<file path="config.mk">
export PLATFORM = sky130hd
export DESIGN_NAME = decim_rate_scheduler
export DESIGN_NICKNAME = d
export VERILOG_FILES = /design/src/rtl/decim_rate_scheduler.sv
export SDC_FILE = /design/constraint.sdc
export NUM_CORES = 1
export LEC_CHECK = 0
export CORE_ASPECT_RATIO = 1.25
export CORE_MARGIN = 2
export CORE_UTILIZATION = 34
export CTS_CLUSTER_DIAMETER = 150
export CTS_CLUSTER_SIZE = 25
export DETAILED_ROUTE_END_ITERATION = 16
export PLACE_DENSITY = 0.47
export SLEW_MARGIN = 20
export SYNTH_ARGS = -nofsm -noshare
export SYNTH_HDL_FRONTEND = slang
export SYNTH_SLANG_ARGS = --single-unit
</file>
<file path="constraint.sdc">
create_clock -name clk -period 3.83 [get_ports clk]
set_clock_uncertainty 0.1 [all_clocks]
set_input_delay 0.5745 -clock clk [delete_from_list [all_inputs] [get_ports clk]]
set_output_delay 0.5745 -clock clk [all_outputs]
set_load 0.005 [all_outputs]
</file>
<file path="src/rtl/decim_rate_scheduler.sv">
// Clock-enable scheduler for a cascade of decimation stages: divides ce_in into NS nested
// rate strobes, with runtime division ratios swapped atomically at the frame boundary.
module decim_rate_scheduler #(
  parameter int NS = 3,
  parameter int CW = 10,
  parameter logic [NS*CW-1:0] DEFAULT_TOP = {NS{10'd1}}
) (
  input  logic           clk,
  input  logic           rst,
  input  logic           enable,
  input  logic           ce_in,
  input  logic           cfg_valid,
  output logic           cfg_ready,
  input  logic [NS*CW-1:0] cfg_top,
  output logic [NS-1:0]  ce_out,
  output logic           frame_sync,
  output logic           cfg_pending
);

  typedef enum logic {IDLE = 1'b0, RUN = 1'b1} state_t;

  localparam logic [CW-1:0] CNT_ONE = {{(CW-1){1'b0}}, 1'b1};

  state_t        state_r, state_n;
  logic [CW-1:0] active_r [NS];
  logic [CW-1:0] active_n [NS];
  logic [CW-1:0] pend_top_r [NS];
  logic [CW-1:0] cnt_r [NS];
  logic [CW-1:0] cnt_n [NS];
  logic          pend_r, pend_n;
  logic          ready_r;
  logic [NS-1:0] ce_out_r;
  logic          frame_r;
  logic [NS-1:0] adv_s, zero_s, wrap_s;
  logic          run_s, xfer_s, apply_s;

  // Stopping the FSM gates the whole carry chain, so no strobe is generated on the exit cycle.
  assign run_s  = (state_r == RUN) & enable;
  assign xfer_s = cfg_valid & ready_r;

  // Ripple carry: a stage advances only when every faster stage is wrapping.
  always_comb begin
    logic carry_v;
    carry_v = run_s & ce_in;
    adv_s   = '0;
    zero_s  = '0;
    wrap_s  = '0;
    for (int k = 0; k < NS; k++) begin
      zero_s[k] = (cnt_r[k] == '0);
      adv_s[k]  = carry_v;
      wrap_s[k] = carry_v & zero_s[k];
      carry_v   = carry_v & zero_s[k];
    end
  end

  // FSM next state, counter reload/decrement and pending-config apply.
  always_comb begin
    state_n = state_r;
    apply_s = 1'b0;
    for (int k = 0; k < NS; k++) begin
      active_n[k] = active_r[k];
      cnt_n[k]    = cnt_r[k];
    end
    case (state_r)
      IDLE: begin
        if (enable) state_n = RUN;
        else        state_n = IDLE;
        if (pend_r) begin
          apply_s = 1'b1;
          for (int k = 0; k < NS; k++) begin
            active_n[k] = pend_top_r[k];
            cnt_n[k]    = pend_top_r[k];
          end
        end else begin
          apply_s = 1'b0;
        end
      end
      RUN: begin
        if (!enable) begin
          state_n = IDLE;
          for (int k = 0; k < NS; k++) cnt_n[k] = active_r[k];
        end else begin
          // At the boundary every stage is reloading, so all of them take the new TOP together.
          apply_s = wrap_s[NS-1] & pend_r;
          for (int k = 0; k < NS; k++) begin
            if (adv_s[k]) begin
              if (zero_s[k]) cnt_n[k] = apply_s ? pend_top_r[k] : active_r[k];
              else           cnt_n[k] = cnt_r[k] - CNT_ONE;
            end else begin
              cnt_n[k] = cnt_r[k];
            end
            if (apply_s) active_n[k] = pend_top_r[k];
            else         active_n[k] = active_r[k];
          end
        end
      end
      default: state_n = IDLE;
    endcase
    // A transfer needs pend=0 and an apply needs pend=1, so the two never collide.
    if (apply_s)     pend_n = 1'b0;
    else if (xfer_s) pend_n = 1'b1;
    else             pend_n = pend_r;
  end

  // State, counters and registered strobe outputs.
  always_ff @(posedge clk) begin
    if (rst) begin
      state_r  <= IDLE;
      pend_r   <= 1'b0;
      ready_r  <= 1'b1;
      ce_out_r <= '0;
      frame_r  <= 1'b0;
      for (int k = 0; k < NS; k++) begin
        active_r[k] <= DEFAULT_TOP[k*CW +: CW];
        cnt_r[k]    <= DEFAULT_TOP[k*CW +: CW];
      end
    end else begin
      state_r  <= state_n;
      pend_r   <= pend_n;
      ready_r  <= ~pend_n;
      ce_out_r <= wrap_s;
      frame_r  <= wrap_s[NS-1];
      for (int k = 0; k < NS; k++) begin
        active_r[k] <= active_n[k];
        cnt_r[k]    <= cnt_n[k];
      end
    end
  end

  // Pending configuration capture on a handshake transfer.
  always_ff @(posedge clk) begin
    if (rst) begin
      for (int k = 0; k < NS; k++) pend_top_r[k] <= DEFAULT_TOP[k*CW +: CW];
    end else if (xfer_s) begin
      for (int k = 0; k < NS; k++) pend_top_r[k] <= cfg_top[k*CW +: CW];
    end else begin
      for (int k = 0; k < NS; k++) pend_top_r[k] <= pend_top_r[k];
    end
  end

  assign ce_out      = ce_out_r;
  assign frame_sync  = frame_r;
  assign cfg_ready   = ready_r;
  assign cfg_pending = pend_r;

endmodule

</file>
==> run_1/final_clocks.png <==
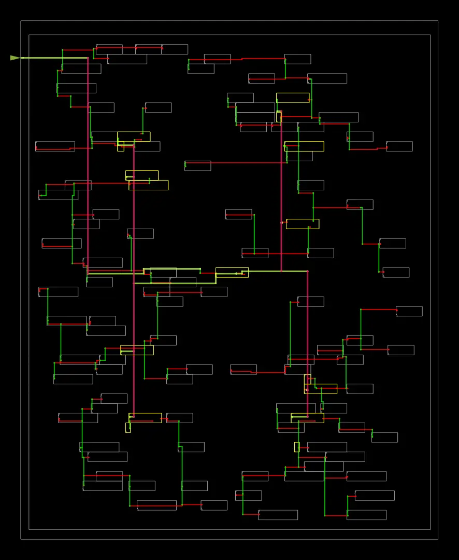
power in the clock group: 0.972 mW
number of buffers inserted during clock tree synthesis: 9

==> run_1/clock_map.png <==
Bar = 20 µm.
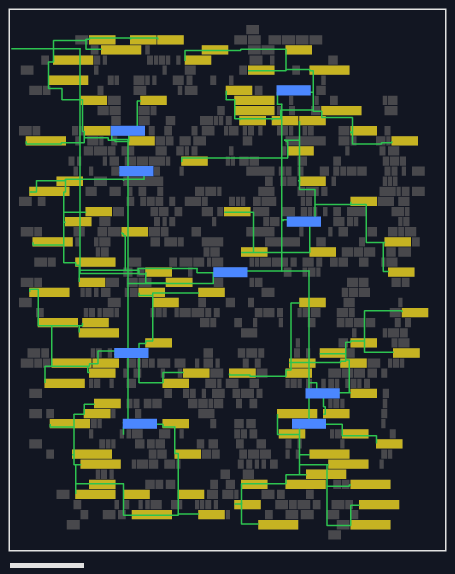
clock wires: drawn in green, length 1400 µm. cells driving clock nets: drawn in blue, count 9. flip-flops: drawn in yellow, count 96.
Position of the flops: widely spread.

==> run_1/port_nets.png <==
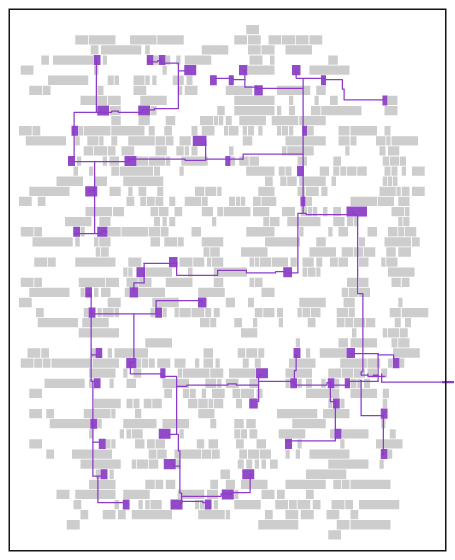
`rst`: drawn in purple, bits 1, direction input, edge right, end cells 60, buffers 2, wire 812 µm.
count of buffers inserted at the top-level ports: 40
I/O pins: 41

==> run_1/metal_stack.png <==
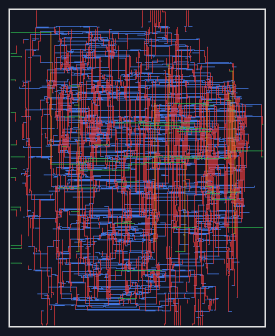
met2: drawn in red, wire length 8560 µm. met4: drawn in orange, wire length 498 µm. met1: drawn in blue, wire length 7410 µm. met3: drawn in green, wire length 517 µm.

==> run 1: layout make-up <==
class	count	area share [%]
clock buffer	12	3.73
clock inverter	4	1.10
inverter	21	1.24
multi-input combinational	464	46.0
sequential	96	35.0
tap	212	4.18
timing repair buffer	61	8.72
==> run 1: path summary, 6_finish.rpt <==
kind	from	endpoint	slack, ns	depth (start not counted)
min	active_r[0][11]$_SDFFE_PP0P_	active_r[0][11]$_SDFFE_PP0P_	0.36	2
max	cnt_r[0][0]$_SDFFE_PP1P_	cnt_r[0][20]$_SDFFE_PP1P_	0.51	7
min reg2reg	active_r[0][11]$_SDFFE_PP0P_	active_r[0][11]$_SDFFE_PP0P_	0.36	2
max reg2reg	cnt_r[0][0]$_SDFFE_PP1P_	cnt_r[0][20]$_SDFFE_PP1P_	0.51	7
==> run 1: state kept, by name, indices dropped and copies added (netlist names) <==
signal	flops
cnt_r	30
ce_out	2
cfg_pending	1
cfg_ready	1
active_r	30
frame_sync	1
state_r	1
pend_top_r	30
==> run 1: worst reg2reg max path, stage by stage (launching register included) <==
cell     delay [ns]
dfxtp_1        0.37
inv_1          0.10
ha_1           0.19
or4b_1         0.66
nor4_2         0.65
a21o_1         0.66
mux2i_1        0.16
a311o_1        0.33
==> run 1: cell families after synthesis <==
logic type	share of synthesized area (%)
compound gates	24.2
xor+xnor	1.61
fa+ha+maj	0.920
buf+inv	5.61
flops	40.9
mux	3.31
simple gates	23.5
==> run 1: stage by stage <==
step           total power, mW  util [%]  hold slack [ns]
2_1_floorplan             1.46         -            0.336
3_3_place_gp              1.60      38.6            0.346
3_5_place_dp              1.60      38.6            0.347
4_1_cts                   2.57      40.6            0.357
5_1_grt                   2.66      40.6            0.381
6_report                  2.55      40.6            0.355
==> run notes, run 1 <==
Quick summary of the implementation run below.

The maximum achievable frequency is 301 MHz. The run finished with clean final reports. The maximum clock path buffer count came out at 2.

The amount of wire on met2 after detailed routing came out at 8.56 mm. The power density over cell area is 403 nW/µm². The async set-reset flop share out of synthesis is 0%. The number of maximum-capacitance constraint violations came out at 0. The full die area is 17000 µm². The final estimated routing congestion in global placement came out at 0.831. The summed instance area of the synthesized netlist came out at 5440 µm². The switching portion of total power comes to 27.6%. The count of library flops with an enable pin is 30. The synthesis-to-layout area growth came out at 16.6%.

STA on the placed design reports a worst setup slack of 0.494 ns. Among cell families on the critical path, the largest total delay comes from simple AND/OR/NAND/NOR gates. The horizontal die dimension came out at 117 µm.

Listed in order, past its start point the critical path passes inv_1, ha_1, or4b_1, nor4_2, a21o_1, mux2i_1, a311o_1. The setup violation total in the final timing report is 0. The part of the Yosys area used for sequential elements is 40.9%. Counting every sink on the clock net gives 96. After clock tree synthesis, the flow added hold-fix buffers numbering 0. The net count after synthesis is 669. The floorplan die height is 145 µm. The finished layout holds 870 standard cells, fillers aside. The number of global-route vias before repair came out at 4739. Detailed placement ended at an HPWL of 11.4 mm. After detailed routing, no signal wire sits above met4. The reported net switching power came out at 0.706 mW. Combinational power for this build is 0.391 mW.

Sorting the synthesis cell report by count puts at the top nand2_1. At the pin with the least slew margin, the transition time is 0.984 ns. The multi-input combinational cells in the finished layout cover a total of 2920 µm². The global router reports that the layer with the highest usage is met2.
--- run 2 (diff from run 1) ---
CTS_BUF_LIST = sky130_fd_sc_hd__clkbuf_16   (was not set)
==> run_2/clock_map.png <==
Bar = 20 µm.
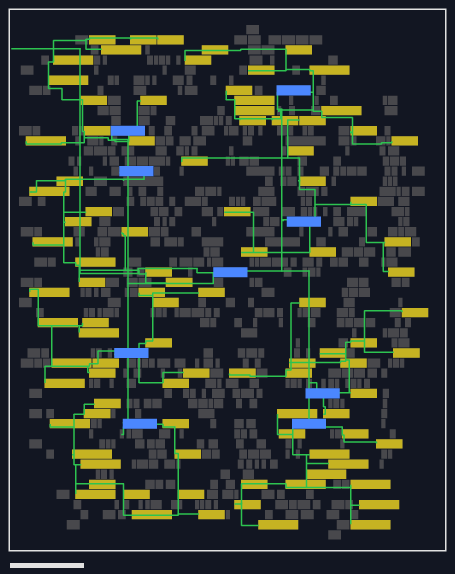
cells driving clock nets: drawn in blue, count 9. flip-flops: drawn in yellow, count 96. clock wires: drawn in green, length 1390 µm.
Position of the flops: widely spread. There are 10 routed clock nets.

==> run notes, run 2 <==
Quick summary of the implementation run below.

The combinational gate power is 0.390 mW (about the same). The number of maximum-capacitance constraint violations came to 0 (unchanged). The most popular library cell in the synthesized design by count is nand2_1. The number of port buffers was 40 (unchanged). The reported net switching power is 0.705 mW (about the same). The highest metal layer with signal wires is met4.

The count of library flops with an enable pin came out at 30 (unchanged). The launching instance or port of the critical path is cnt_r[0][0]$_SDFFE_PP1P_. The async set-reset flop share out of synthesis came out at 0% (unchanged).

The summed instance area of the synthesized netlist came out at 5440 µm² (unchanged). The area of combinational cells with multiple inputs is 2920 µm² (unchanged). The maximum achievable frequency came to 301 MHz (about the same). The worst hold path depth is 2 (unchanged).

The setup violation total in the final timing report is 0 (unchanged). The area fraction in full adders, half adders and majority gates was 0.920% (unchanged). The fraction of synthesized area in multiplexers was 3.31% (unchanged). The length in cells of the worst reg-to-reg path came out at 7 (unchanged). The number of placed I/O pins came out at 41 (unchanged). The compound-gate portion of the synthesized area is 24.2% (unchanged).

The hold path startpoint is active_r[0][11]$_SDFFE_PP0P_. The floorplan die height is 145 µm (unchanged). The final estimated routing congestion in global placement came out at 0.831 (unchanged). The maximum clock path buffer count came out at 2 (unchanged). The number of global-route vias before repair is 4739 (unchanged). The amount of wire on met2 after detailed routing came out at 8.55 mm (-0.12%). The horizontal die dimension is 117 µm (unchanged). The number of nets in the synthesized netlist is 669 (unchanged). The switching share of power is 27.7% (+0.079 points). The power density over cell area came out at 401 nW/µm² (-0.33%).

The part of the Yosys area used for sequential elements came out at 40.9% (unchanged). The flow ran to the end, and the final reports show no timing, DRC or antenna violations. The post-DP HPWL is 11.4 mm (unchanged).

In this run the most used layer during global routing was met2. The synthesis-to-layout area growth came out at 16.6% (unchanged). The actual slew at the worst max-slew pin came out at 0.984 ns (-0.000328 ns). The total design power came out at 2.55 mW (-0.33%).
==> run_2/final_clocks.png <==
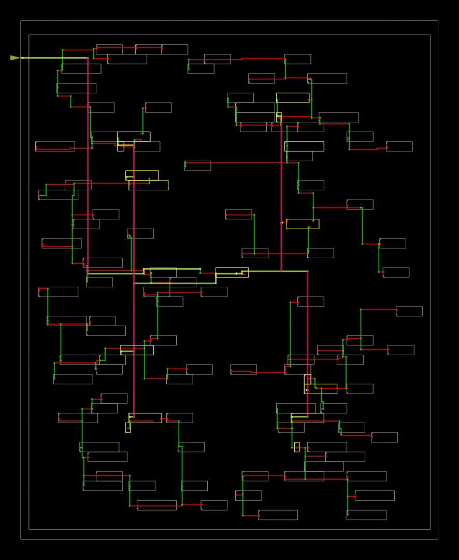
number of sinks driven by the clock tree: 96
Flops: 96
clkbuf count: 9
power in the clock group: 0.964 mW

-- run 2: final cells by class --
| type | count | share of cell area [%] |
|---|---|---|
| Clock buffer | 9 | 3.55 |
| Timing Repair Buffer | 61 | 8.72 |
| Clock inverter | 7 | 1.28 |
| Multi-Input combinational cell | 464 | 46.0 |
| Inverter | 21 | 1.24 |
| Tap cell | 212 | 4.18 |
| Sequential cell | 96 | 35.0 |
-- run 2: kinds of logic (layout without fill, tap and decap cells) --
| kind of cell | after synthesis | in the layout |
|---|---|---|
| simple gates | 248 | 248 |
| compound gates | 184 | 184 |
| flops | 96 | 96 |
| buf+inv | 70 | 98 |
| mux | 18 | 18 |
| xor+xnor | 10 | 10 |
| fa+ha+maj | 4 | 4 |
-- run 2: worst paths after layout --
| path | slack [ns] | endpoint |
|---|---|---|
| worst max register to register | 0.51 | cnt_r[0][20]$_SDFFE_PP1P_ |
| worst max-delay path | 0.51 | cnt_r[0][20]$_SDFFE_PP1P_ |
| worst min-delay path | 0.36 | active_r[0][11]$_SDFFE_PP0P_ |
| worst min register to register | 0.36 | active_r[0][11]$_SDFFE_PP0P_ |
-- run 2: worst max-delay path, stage by stage, from the launching register on --
cell     delay, ns
dfxtp_1       0.37
inv_1         0.10
ha_1          0.19
or4b_1        0.66
nor4_2        0.65
a21o_1        0.65
mux2i_1       0.15
a311o_1       0.33
-- run 2: stage by stage --
stage	cell area, µm²	hold WS (ns)	std cells	setup slack, ns	util, %
after global placement	6040	0.346	854	0.568	38.6
after detailed placement	6040	0.347	854	0.494	38.6
final	6340	0.355	870	0.509	40.6
after floorplan	5440	0.336	630	1.12	-
after CTS	6340	0.357	870	0.486	40.6
after global routing	6340	0.381	870	0.318	40.6
Power is estimated from default activity; no workload was simulated.
